`src/rtl/uart_rx_fifo_if.sv`:
```
// rtl/uart_rx_fifo_if.sv - host-side bus of the UART receive FIFO
interface uart_rx_fifo_if;
  logic       rd_strobe;
  logic       err_clr;
  logic [3:0] data_out;
  logic       nib_sel;
  logic       data_valid;
  logic       new_byte;
  logic       busy;
  logic       frame_err;
  logic       overrun;

  modport master (
    output rd_strobe, err_clr,
    input  data_out, nib_sel, data_valid, new_byte, busy, frame_err, overrun
  );

  modport slave (
    input  rd_strobe, err_clr,
    output data_out, nib_sel, data_valid, new_byte, busy, frame_err, overrun
  );
endinterface

```
`src/rtl/uart_rx_fifo.sv`:
```
// rtl/uart_rx_fifo.sv - 8N1 UART receiver with byte FIFO read out nibble-wise
module uart_rx_fifo #(
  parameter int CLKS_PER_BIT = 87,
  parameter int FIFO_DEPTH   = 4
) (
  input  logic          clk,
  input  logic          reset_n,
  input  logic          rx,
  uart_rx_fifo_if.slave bus
);

  localparam int HALF = CLKS_PER_BIT / 2;
  localparam int PW   = $clog2(FIFO_DEPTH);

  localparam logic [2:0] S_IDLE      = 3'd0;
  localparam logic [2:0] S_START     = 3'd1;
  localparam logic [2:0] S_DATA      = 3'd2;
  localparam logic [2:0] S_STOP      = 3'd3;
  localparam logic [2:0] S_WAIT_HIGH = 3'd4;

  logic          rx_meta, rxs;
  logic [2:0]    state;
  logic [11:0]   cnt;
  logic [2:0]    bit_idx;
  logic [7:0]    shreg;

  logic [7:0]    mem [FIFO_DEPTH];
  logic [PW-1:0] rd_ptr, wr_ptr, rd_ptr_n;
  logic [PW:0]   count, count_n;
  logic          nib_q, nib_n, valid_q, new_byte_q, frame_err_q, overrun_q;
  logic [3:0]    data_q, data_n;
  logic [7:0]    head_n;

  logic tick_half, tick_full, push_req, frame_bad, full, rd_ok, pop, push_ok, drop;

  always_ff @(posedge clk or negedge reset_n) begin
    if (!reset_n) begin
      rx_meta <= 1'b1;
      rxs     <= 1'b1;
    end else begin
      rx_meta <= rx;
      rxs     <= rx_meta;
    end
  end

  assign tick_half = (cnt == 12'(HALF - 1));
  assign tick_full = (cnt == 12'(CLKS_PER_BIT - 1));
  assign push_req  = (state == S_STOP) && tick_full && rxs;
  assign frame_bad = (state == S_STOP) && tick_full && !rxs;

  always_ff @(posedge clk or negedge reset_n) begin
    if (!reset_n) begin
      state   <= S_IDLE;
      cnt     <= '0;
      bit_idx <= '0;
      shreg   <= '0;
    end else begin
      cnt <= cnt + 12'd1;
      case (state)
        S_IDLE: if (!rxs) begin
          state <= S_START;
          cnt   <= '0;
        end
        S_START: if (tick_half) begin
          cnt     <= '0;
          bit_idx <= '0;
          state   <= rxs ? S_IDLE : S_DATA;
        end
        S_DATA: if (tick_full) begin
          cnt     <= '0;
          shreg   <= {rxs, shreg[7:1]};
          bit_idx <= bit_idx + 3'd1;
          if (bit_idx == 3'd7) state <= S_STOP;
        end
        S_STOP: if (tick_full) begin
          cnt   <= '0;
          state <= rxs ? S_IDLE : S_WAIT_HIGH;
        end
        // A held-low line (break) must go high before a new start is accepted.
        S_WAIT_HIGH: if (rxs) state <= S_IDLE;
        default: state <= S_IDLE;
      endcase
    end
  end

  assign full    = (count == (PW+1)'(FIFO_DEPTH));
  assign rd_ok   = bus.rd_strobe && valid_q;
  assign pop     = rd_ok && nib_q;
  assign push_ok = push_req && (!full || pop);
  assign drop    = push_req && full && !pop;

  always_comb begin
    count_n  = count + (PW+1)'(push_ok) - (PW+1)'(pop);
    rd_ptr_n = pop ? rd_ptr + PW'(1) : rd_ptr;
    nib_n    = rd_ok ? ~nib_q : nib_q;
    // The byte being written this cycle becomes the head when the FIFO would otherwise be empty.
    head_n   = (push_ok && (rd_ptr_n == wr_ptr)) ? shreg : mem[rd_ptr_n];
    data_n   = 4'd0;
    if (count_n != '0) data_n = nib_n ? head_n[7:4] : head_n[3:0];
  end

  always_ff @(posedge clk) begin
    if (push_ok) mem[wr_ptr] <= shreg;
  end

  always_ff @(posedge clk or negedge reset_n) begin
    if (!reset_n) begin
      rd_ptr      <= '0;
      wr_ptr      <= '0;
      count       <= '0;
      nib_q       <= 1'b0;
      valid_q     <= 1'b0;
      data_q      <= 4'd0;
      new_byte_q  <= 1'b0;
      frame_err_q <= 1'b0;
      overrun_q   <= 1'b0;
    end else begin
      rd_ptr      <= rd_ptr_n;
      if (push_ok) wr_ptr <= wr_ptr + PW'(1);
      count       <= count_n;
      nib_q       <= nib_n;
      valid_q     <= (count_n != '0);
      data_q      <= data_n;
      new_byte_q  <= push_ok;
      frame_err_q <= frame_bad | (frame_err_q & ~bus.err_clr);
      overrun_q   <= drop | (overrun_q & ~bus.err_clr);
    end
  end

  assign bus.data_out   = data_q;
  assign bus.nib_sel    = nib_q;
  assign bus.data_valid = valid_q;
  assign bus.new_byte   = new_byte_q;
  assign bus.busy       = (state == S_START) || (state == S_DATA) || (state == S_STOP);
  assign bus.frame_err  = frame_err_q;
  assign bus.overrun    = overrun_q;

endmodule

```
`src/flat_wrapper.sv`:
```
// flat-port wrapper written by rule: the top's interface ports become plain ports
module uart_rx_fifo_flat 
#(
  parameter int CLKS_PER_BIT = 87,
  parameter int FIFO_DEPTH   = 4
)
  (clk, reset_n, rx, bus_rd_strobe, bus_err_clr, bus_data_out, bus_nib_sel, bus_data_valid, bus_new_byte, bus_busy, bus_frame_err, bus_overrun);
  uart_rx_fifo_if bus_i ();
  input  logic clk;
  input  logic reset_n;
  input  logic rx;
  input wire logic [$bits(bus_i.rd_strobe)-1:0] bus_rd_strobe;
  input wire logic [$bits(bus_i.err_clr)-1:0] bus_err_clr;
  output wire logic [$bits(bus_i.data_out)-1:0] bus_data_out;
  output wire logic [$bits(bus_i.nib_sel)-1:0] bus_nib_sel;
  output wire logic [$bits(bus_i.data_valid)-1:0] bus_data_valid;
  output wire logic [$bits(bus_i.new_byte)-1:0] bus_new_byte;
  output wire logic [$bits(bus_i.busy)-1:0] bus_busy;
  output wire logic [$bits(bus_i.frame_err)-1:0] bus_frame_err;
  output wire logic [$bits(bus_i.overrun)-1:0] bus_overrun;
  assign bus_i.rd_strobe = bus_rd_strobe;
  assign bus_i.err_clr = bus_err_clr;
  assign bus_data_out = bus_i.data_out;
  assign bus_nib_sel = bus_i.nib_sel;
  assign bus_data_valid = bus_i.data_valid;
  assign bus_new_byte = bus_i.new_byte;
  assign bus_busy = bus_i.busy;
  assign bus_frame_err = bus_i.frame_err;
  assign bus_overrun = bus_i.overrun;
  uart_rx_fifo #(.CLKS_PER_BIT(CLKS_PER_BIT), .FIFO_DEPTH(FIFO_DEPTH)) u_core (.clk(clk), .reset_n(reset_n), .rx(rx), .bus(bus_i));
endmodule
```
`config.mk`:
```
export PLATFORM = sky130hd
export DESIGN_NAME = uart_rx_fifo_flat
export DESIGN_NICKNAME = d
export VERILOG_FILES = /design/src/rtl/uart_rx_fifo_if.sv /design/src/rtl/uart_rx_fifo.sv /design/src/flat_wrapper.sv
export SDC_FILE = /design/constraint.sdc
export NUM_CORES = 1
export LEC_CHECK = 0
export CORE_MARGIN = 4
export CORE_UTILIZATION = 35
export DETAILED_ROUTE_END_ITERATION = 10
export PLACE_DENSITY = 0.6
export REMOVE_ABC_BUFFERS = 1
export SKIP_CTS_REPAIR_TIMING = 1
export SLEW_MARGIN = 20
export SYNTH_ARGS = -nofsm -noshare
export SYNTH_HDL_FRONTEND = slang
export SYNTH_SLANG_ARGS = --single-unit
```
`constraint.sdc`:
```
create_clock -name clk -period 5.1 [get_ports clk]
set_input_delay 1.02 -clock clk [delete_from_list [all_inputs] [get_ports clk]]
set_output_delay 1.02 -clock clk [all_outputs]
set_load 0.05 [all_outputs]
```
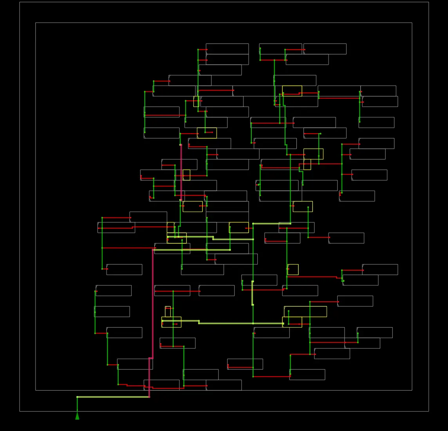
*Clock nets*
Power Clock: 0.431 mW
CTS buffer count: 9

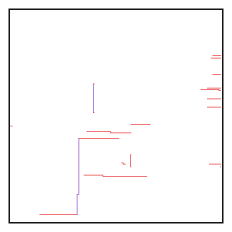
*Metal layers overlaid*
Scale: 2 px per um. Only two layers are drawn.
Red is M3, wire length 162 um. Purple is M4, wire length 53.3 um.
Tot GR Track Use: 11.4%
wire per inst: 15.3 um

==> out/results.ini <==
[synthesis]
syn_area_per_cell_um2=15.1
xor_area_share_pct=4.65
synth.most_common_cell=dfrtp_1
synth_async_sr_flop_share_pct=57.9
synthAoiAreaFrac_pct=2.79
yosys-top-cells-count=42 x dfrtp_1, 32 x edfxtp_1, 19 x nor2_1
yosysSeqAreaShare_pct=61.4
yosysTopAreaCellShare_pct=31.3
yosys-top-cells-area=dfrtp_1 31%, edfxtp_1 29%, mux4_1 8.6%
ys_area_um2=3360
yosys-stat-cells=223
edf_count=32
syn_inst=223
synth-main-ff-cell=dfrtp_1
top_logic_kind=multiplexers
adder_share_pct=4.69
synthMuxAreaShare_pct=12.9
top_area_cell=dfrtp_1
synth_cell_types=45
ys_ff=76
ys_warn_count=0

[final_layout]
utilization_pct=41.2
final-comb-area_um2=1210
areaGrowthSynthToFinish_pct=13.7
diodes=0
final_cell_mix=42 x dfrtp_1, 32 x edfxtp_1, 19 x nor2_1
nNonClkInverters=12
bufAreaShareNonClock_pct=3.99
signal_buffers=16
flop_area_um2=2060
drive_above_1_share_pct=16.1
num-fill-cells=877
nets=261
comb.multi_input.count=129
design_area_um2=3820
clock_buffers=10
flops=76
clock_area_share_pct=4.81
dominant_cells=registers
layout.cells.non_filler=378
comb_share_pct=31.8

[hold_path]
hold_depth=0
worstHoldStart=u_core.rx_meta$_DFF_PN1_
hold_end=u_core.rxs$_DFF_PN1_

[detailed_routing]
top_layer=met4
drtPass1Iterations=4
routed_via_density=4.84
drt-initial-drc-count=145
route.met3.wl_um=162
drc=0
met1_length_mm=2.75
via_count=1830
wl_met2_mm=2.82

[clocking]
cts.reportedPaths.clkPinSlew_ns=0.08
clock.latency.late_pin_ns=0.34
root_buffer=clkbuf_8
h-tree-depth=3
cts_sinks=76
tritoncts=done
clockBufferDepth=2

[timing]
hold_viol=0
rsz0062_at_grt=no
clock_skew_ns=0.00748
setup_viol=0
tns_ns=0
period_minus_slack_ns=3.84
worst_pin_slew_ns=0.919
fin_ws_ns=1.26

[placed_design]
dp.cells=362
gp_congestion=0.762
dpl_worst_slack_ns=0.880
placed_area_um2=3640

[critical_path]
cpPeakStageDelay_ns=0.46
crit_type=in2reg
crit_chain=clkdlybuf4s50_1 -> and2_1 -> ha_1 -> nor4b_1 -> nor2_1 -> ha_1 -> fa_1 -> xnor2_1 -> xnor2_1 -> or3_2 -> and2_1
critical_path_buf_inv_count=1
timing.rr.end=u_core.bus.data_out[2]$_DFF_PN0_
crit_end=u_core.bus.data_out[2]$_DFF_PN0_
path_max_fanout=8
startpoint=bus_rd_strobe
timing.rr.start=u_core.cnt[7]$_DFF_PN0_
critPathLaunchType=input port
endpoint_kind=flip-flop
required_ns=5.33
path_delay_family=simple AND/OR/NAND/NOR gates
r2r_cells=8
reg2reg_slack_ns=1.84
critical_path_depth=11

[die]
die_x_um=106
die_area_um2=11200
core_area_um2=9280
ios=15
initial_core_util_pct=36.2
rows=35
nWellTaps=129
die_h_um=106

[status]
status=complete, no violations

[global_route]
grt_max_degree=45
grtUsageMet3_pct=3.16
first_global_vias=1940
grt_remaining_overflow=0
grt.met2_usage_pct=18.1
met1_usage_pct=14.8
antenna_found_initial=0
top_usage_layer=met2

[power]
cellPowerDensity_nw_per_um2=373
pg_comb_mw=0.293
pwr-share-clk_pct=30.2
pg_seq_mw=0.702
combinationalPowerShare_pct=20.5
internal_power_mw=1.02
netSwitchingFraction_pct=28.1
peakVddDrop_v=0.000144
power.leakage_nw=1.69
p_sw_mw=0.401
seqPwrFrac_pct=49.2

[run]
maxCapViolations=0

[cell families (layout without fill, tap and decap cells)]
family | Yosys count | count (layout)
adders and majority gates | 12 | 12
buffers and inverters | 18 | 44
and+or+nand+nor | 64 | 64
muxes | 23 | 23
DFF | 76 | 76
AOI/OAI and AO/OA | 13 | 13
xor gates and xnor gates | 17 | 17
[state kept, by name (all words and copies together), names as in the netlist]
signal / flops
u_core.bit_idx: 3
u_core.bus.data_out: 4
u_core.bus.data_valid: 1
u_core.bus.frame_err: 1
u_core.bus.new_byte: 1
u_core.bus.nib_sel: 1
u_core.bus.overrun: 1
u_core.cnt: 12
u_core.count: 3
u_core.mem: 32
u_core.rd_ptr: 2
u_core.rx_meta: 1
u_core.rxs: 1
u_core.shreg: 8
u_core.state: 3
u_core.wr_ptr: 2
Power figures rest on the tool's default switching activity, not on a simulated workload.
